$ cat config.mk
export PLATFORM = sky130hd
export DESIGN_NAME = instr_fetch_flat
export DESIGN_NICKNAME = d
export VERILOG_FILES = /design/src/rtl/instr_fetch_if.sv /design/src/rtl/instr_fetch.sv /design/src/flat_wrapper.sv
export SDC_FILE = /design/constraint.sdc
export NUM_CORES = 1
export LEC_CHECK = 0
export ABC_CLOCK_PERIOD_IN_PS = 2400
export CAP_MARGIN = 40
export CORE_ASPECT_RATIO = 0.6
export CORE_MARGIN = 4
export CORE_UTILIZATION = 49
export CTS_BUF_LIST = sky130_fd_sc_hd__clkbuf_8 sky130_fd_sc_hd__clkbuf_16
export DETAILED_ROUTE_END_ITERATION = 16
export GPL_TIMING_DRIVEN = 0
export PLACE_DENSITY = 0.8
export SLEW_MARGIN = 30
export SYNTH_ARGS = -nofsm -noshare
export SYNTH_HDL_FRONTEND = slang
export SYNTH_SLANG_ARGS = --single-unit
$ cat constraint.sdc
create_clock -name clk -period 2.4 [get_ports clk]
set_input_delay 0.48 -clock clk [delete_from_list [all_inputs] [get_ports clk]]
set_output_delay 0.48 -clock clk [all_outputs]
set_load 0.03 [all_outputs]
$ cat src/rtl/instr_fetch_if.sv
// instr_fetch_if: instruction-memory and decode-side signals of the fetch unit.
`timescale 1ns/1ps
interface instr_fetch_if;
  logic        imemReq;
  logic [15:0] imemAddr;
  logic        imemAck;
  logic [15:0] imemRdata;
  logic [15:0] instr;
  logic        instrVld;
  logic [15:0] instrPc;
  logic        decRdy;
  logic        redirect;
  logic [15:0] redirectPc;
  logic        hlt;
  logic        halted;
  modport master (
    output imemReq, imemAddr, instr, instrVld, instrPc, halted,
    input  imemAck, imemRdata, decRdy, redirect, redirectPc, hlt
  );
  modport slave (
    input  imemReq, imemAddr, instr, instrVld, instrPc, halted,
    output imemAck, imemRdata, decRdy, redirect, redirectPc, hlt
  );
endinterface

$ cat src/rtl/instr_fetch.sv
// instr_fetch: single-outstanding fetch feeding a FIFO toward decode.
// Define FETCH_BUF2_EN for a 2-entry buffer; otherwise the buffer holds 1 entry.
`timescale 1ns/1ps
module instr_fetch (
  input logic clk,
  input logic rst,
  instr_fetch_if.master bus
);
`ifdef FETCH_BUF2_EN
  localparam logic [1:0] DEPTH = 2'd2;
`else
  localparam logic [1:0] DEPTH = 2'd1;
`endif
  localparam logic [1:0] RUN = 2'd0, WAIT = 2'd1, DRAIN = 2'd2, HALT = 2'd3;
  logic [1:0] st, cnt;
  logic [15:0] pc, tgt, hdInstr, hdPc;
  logic toHalt, go, ack, flush, push, pop;
  assign flush = bus.redirect | bus.hlt;
  assign bus.instrVld = cnt != 2'd0;
  assign pop = bus.instrVld & bus.decRdy & ~flush;
  // go holds off the first request until one edge after reset releases
  assign bus.imemReq = go & (st == WAIT | st == DRAIN | (st == RUN & ~flush & (cnt < DEPTH | pop)));
  assign ack = bus.imemReq & bus.imemAck;
  assign push = ack & ~flush & (st == RUN | st == WAIT);
  assign bus.imemAddr = pc;
  assign bus.instr = hdInstr;
  assign bus.instrPc = hdPc;
  assign bus.halted = st == HALT;
  always_ff @(posedge clk) begin
    if (rst) begin
      st <= RUN;
      pc <= '0;
      tgt <= '0;
      toHalt <= 1'b0;
      go <= 1'b0;
    end else begin
      go <= 1'b1;
      case (st)
        RUN:
          if (bus.hlt) st <= HALT;
          else if (bus.redirect) pc <= bus.redirectPc;
          else if (bus.imemReq) begin
            if (ack) pc <= pc + 16'd1;
            else st <= WAIT;
          end
        WAIT:
          if (bus.hlt) begin
            st <= ack ? HALT : DRAIN;
            toHalt <= 1'b1;
          end else if (bus.redirect) begin
            st <= ack ? RUN : DRAIN;
            pc <= ack ? bus.redirectPc : pc;
            tgt <= bus.redirectPc;
            toHalt <= 1'b0;
          end else if (ack) begin
            st <= RUN;
            pc <= pc + 16'd1;
          end
        DRAIN: begin
          // pc keeps the abandoned address on the bus until its ack arrives
          if (bus.hlt) toHalt <= 1'b1;
          else if (bus.redirect) tgt <= bus.redirectPc;
          if (ack) begin
            st <= (toHalt | bus.hlt) ? HALT : RUN;
            pc <= bus.redirect ? bus.redirectPc : tgt;
          end
        end
        default: ;
      endcase
    end
  end
`ifdef FETCH_BUF2_EN
  logic [15:0] tlInstr, tlPc;
  always_ff @(posedge clk) begin
    if (rst) begin
      cnt <= '0;
      hdInstr <= '0;
      hdPc <= '0;
      tlInstr <= '0;
      tlPc <= '0;
    end else begin
      cnt <= flush ? 2'd0 : cnt + 2'(push) - 2'(pop);
      if (push & (cnt == 2'd0 | (cnt == 2'd1 & pop))) {hdInstr, hdPc} <= {bus.imemRdata, pc};
      else if (pop) {hdInstr, hdPc} <= {tlInstr, tlPc};
      if (push & (cnt == 2'd2 | (cnt == 2'd1 & ~pop))) {tlInstr, tlPc} <= {bus.imemRdata, pc};
    end
  end
`else
  always_ff @(posedge clk) begin
    if (rst) begin
      cnt <= '0;
      hdInstr <= '0;
      hdPc <= '0;
    end else begin
      cnt <= flush ? 2'd0 : cnt + 2'(push) - 2'(pop);
      if (push) {hdInstr, hdPc} <= {bus.imemRdata, pc};
    end
  end
`endif
endmodule

$ cat src/flat_wrapper.sv
// flat-port wrapper written by rule: the top's interface ports become plain ports
module instr_fetch_flat 
  (clk, rst, bus_imemReq, bus_imemAddr, bus_instr, bus_instrVld, bus_instrPc, bus_halted, bus_imemAck, bus_imemRdata, bus_decRdy, bus_redirect, bus_redirectPc, bus_hlt);
  instr_fetch_if bus_i ();
  input logic clk;
  input logic rst;
  output wire logic [$bits(bus_i.imemReq)-1:0] bus_imemReq;
  output wire logic [$bits(bus_i.imemAddr)-1:0] bus_imemAddr;
  output wire logic [$bits(bus_i.instr)-1:0] bus_instr;
  output wire logic [$bits(bus_i.instrVld)-1:0] bus_instrVld;
  output wire logic [$bits(bus_i.instrPc)-1:0] bus_instrPc;
  output wire logic [$bits(bus_i.halted)-1:0] bus_halted;
  input wire logic [$bits(bus_i.imemAck)-1:0] bus_imemAck;
  input wire logic [$bits(bus_i.imemRdata)-1:0] bus_imemRdata;
  input wire logic [$bits(bus_i.decRdy)-1:0] bus_decRdy;
  input wire logic [$bits(bus_i.redirect)-1:0] bus_redirect;
  input wire logic [$bits(bus_i.redirectPc)-1:0] bus_redirectPc;
  input wire logic [$bits(bus_i.hlt)-1:0] bus_hlt;
  assign bus_imemReq = bus_i.imemReq;
  assign bus_imemAddr = bus_i.imemAddr;
  assign bus_instr = bus_i.instr;
  assign bus_instrVld = bus_i.instrVld;
  assign bus_instrPc = bus_i.instrPc;
  assign bus_halted = bus_i.halted;
  assign bus_i.imemAck = bus_imemAck;
  assign bus_i.imemRdata = bus_imemRdata;
  assign bus_i.decRdy = bus_decRdy;
  assign bus_i.redirect = bus_redirect;
  assign bus_i.redirectPc = bus_redirectPc;
  assign bus_i.hlt = bus_hlt;
  instr_fetch u_core (.clk(clk), .rst(rst), .bus(bus_i));
endmodule
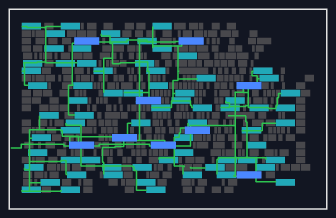
Fig. 1. Clock distribution.
Key: clock wires = green [length 862 µm]; flip-flops = cyan [count 70]; clock drivers = blue [count 9]
Position of the flops: widely spread.
skew final: 0.006065 ns
Skew-Pair Late Insertion Delay: 0.34 ns
Clk pwr share: 0.340

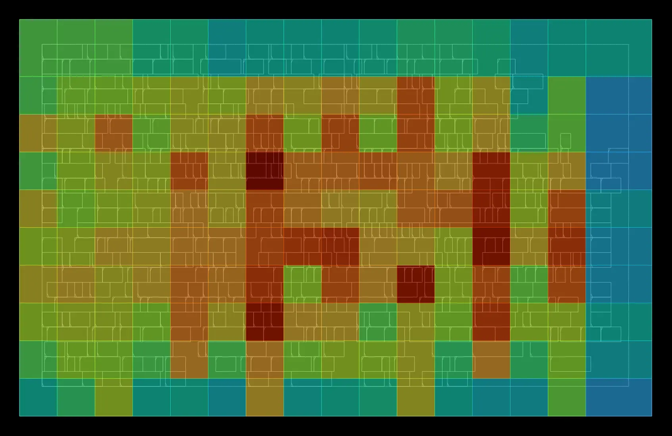
Fig. 2. Routing congestion map.
wire length per cell: 16.81 µm
GR Util met2: 0.3692
final core utilization: 0.7091

==> impl_metrics.tcl <==
# place-and-route summary
set metrics [dict create \
    status "finished, final reports clean" \
    endpoint "bus_imemReq" \
    finalNonFillerCells 598 \
    cp_data_required_time_ns 1.92 \
    sh_comb_area 0.3813 \
    num-nets-final 551 \
    drive_gt1_frac 0.09393 \
    rr_endpoint "u_core.bus.imemAddr[9]" \
    fillCellCount 550 \
    hold_viol_final 0 \
    vias_per_cell 5.639 \
    reg2reg_slack_ns 0.19 \
    num-nonclk-inverters 12 \
    clkSlewWorstSetupHoldPaths_ns 0.06 \
    rr_startpoint "u_core.st[0]" \
    warning_count 29 \
    clock_buffers 9 \
    fmax_mhz 432.1 \
    xor_share 0.01802 \
    rsz0062_at_grt "false" \
    syn2layout_area_growth_pct 39.76 \
    antenna_cells 0 \
    die_h_um 72.54 \
    grt_pass1_wl_um 16070 \
    logic_family "simple AND/OR/NAND/NOR gates" \
    coreArea_um2 6705 \
    top_cells_by_count "70 x dfxtp_1, 59 x nand2_1, 51 x nor2_1" \
    gp_congestion 0.8435 \
    pre_cts_slack_ns -0.4511 \
    yosys.area_share.adder 0.02574 \
    cts_hold_buf 0 \
    setup_viol 0 \
    area_leaders "dfxtp_1 41%, mux2i_1 10%, nand2_1 6.5%" \
    postSynthSeqShare 0.4119 \
    ys_area_um2 3402 \
    place_inst 579 \
    synthCells 404 \
    reg2regPathDepth 8 \
    clk_share 0.06789 \
    fp_util 0.5074 \
    grt_pass1_vias 3252 \
    buf_share 0.2237 \
    final.period_utilization 0.9643 \
    antenna_found_initial 0 \
    yosys_warnings 0 \
    crit_fanout 6 \
    die_w_um 115.6 \
    ioPinCount 89 \
    grt_overflow 0 \
    die_area_um2 8383 \
    root_buffer "clkbuf_16" \
    cap_violations 0 \
    num-nonclk-buffers 120 \
    cts_buffers 9 \
    rows 23 \
    worst_slack_ns 0.08576 \
    grt.busiest_layer "met2" \
    synth.cellmix.simpleShare 0.2015 \
    totalWireLength_um 10050 \
    cts_sinks 70 \
    cts_tree "yes" \
    cellPowerDensity_nw_per_um2 885.0 \
    synthAoiAreaFrac 0.1802 \
    holdWs_ns 0.4561 \
    comb_cells 293 \
    tap-cell-count 87 \
    htreeDepth 3 \
    synthesis.nets 449 \
    cp-end-kind "output port" \
    crit_start "bus_redirect" \
    sh_seq_area 0.2947 \
    cts_setup_buffers 3 \
    yosysTopAreaCell "dfxtp_1" \
    slew_headroom 0.5329 \
    yosysMostFrequentCell "dfxtp_1" \
    design_area_um2 4755 \
    cts_resized 2 \
    worstSetupPathType "input port to output port" \
    ys_seq_elements 70 \
    avgSynthCellArea_um2 8.421 \
    syn_area_um2 3402 \
    hold_path.class "register to register" \
    dominant_cells "multi-input combinational cells" \
    hpwl_um 7196 \
    met3_usage 0.09667 \
]
-- cell usage in the layout, fill, tap and decap left out, types with 4 or more instances in the layout --
master	n
a211oi_1	4
a21oi_1	36
a31oi_1	5
clkbuf_16	9
buf_4	5
mux2i_1	35
nand2_1	59
a211oi_2	4
and3_1	6
nand4_1	5
nor2_1	50
nand3_1	5
clkdlybuf4s50_1	87
buf_2	6
dfxtp_1	70
buf_6	5
o21ai_0	22
inv_1	11
o211ai_1	4
xor2_1	4
clkbuf_1	13
ha_1	6
-- report_power, final --
group	internal [µW]	switching [µW]	leakage, µW	total [µW]
clock network	912	520	0.000152	1430
logic	564	783	0.000986	1350
registers	1280	149	0.000567	1430
total	2760	1450	0.00171	4210
-- state kept, by name (all words and copies together) (netlist names) --
register             count
u_core.go                1
u_core.toHalt            1
u_core.st                2
u_core.bus.instr        16
u_core.tgt              16
u_core.cnt               2
u_core.bus.instrPc      16
u_core.bus.imemAddr     16
-- per-layer routing --
metal	vias up	share of wire
li1	1609	-
met1	1582	0.45
met2	168	0.43
met3	13	0.11
met4	0	0.011
met5	-	0
-- critical path, stage by stage --
cell and delay (ns):
clkdlybuf4s50_1 0.54, and4bb_1 0.26, a22oi_2 0.15, inv_1 0.06
dlygate4sd2_1 0.35
-- how the worst min path moves through the flow --
stage / to / depth (start not counted) / slack [ns] / startpoint
after floorplan: u_core.tgt[1] / 2 / 0.44 / u_core.tgt[1]
after global placement: u_core.tgt[7] / 2 / 0.44 / u_core.tgt[7]
after detailed placement: u_core.tgt[8] / 2 / 0.45 / u_core.tgt[8]
after CTS: u_core.tgt[8] / 2 / 0.46 / u_core.tgt[8]
after global routing: u_core.tgt[5] / 2 / 0.47 / u_core.tgt[5]
final: u_core.tgt[8] / 2 / 0.46 / u_core.tgt[8]
Power and IR drop assume default switching activity.
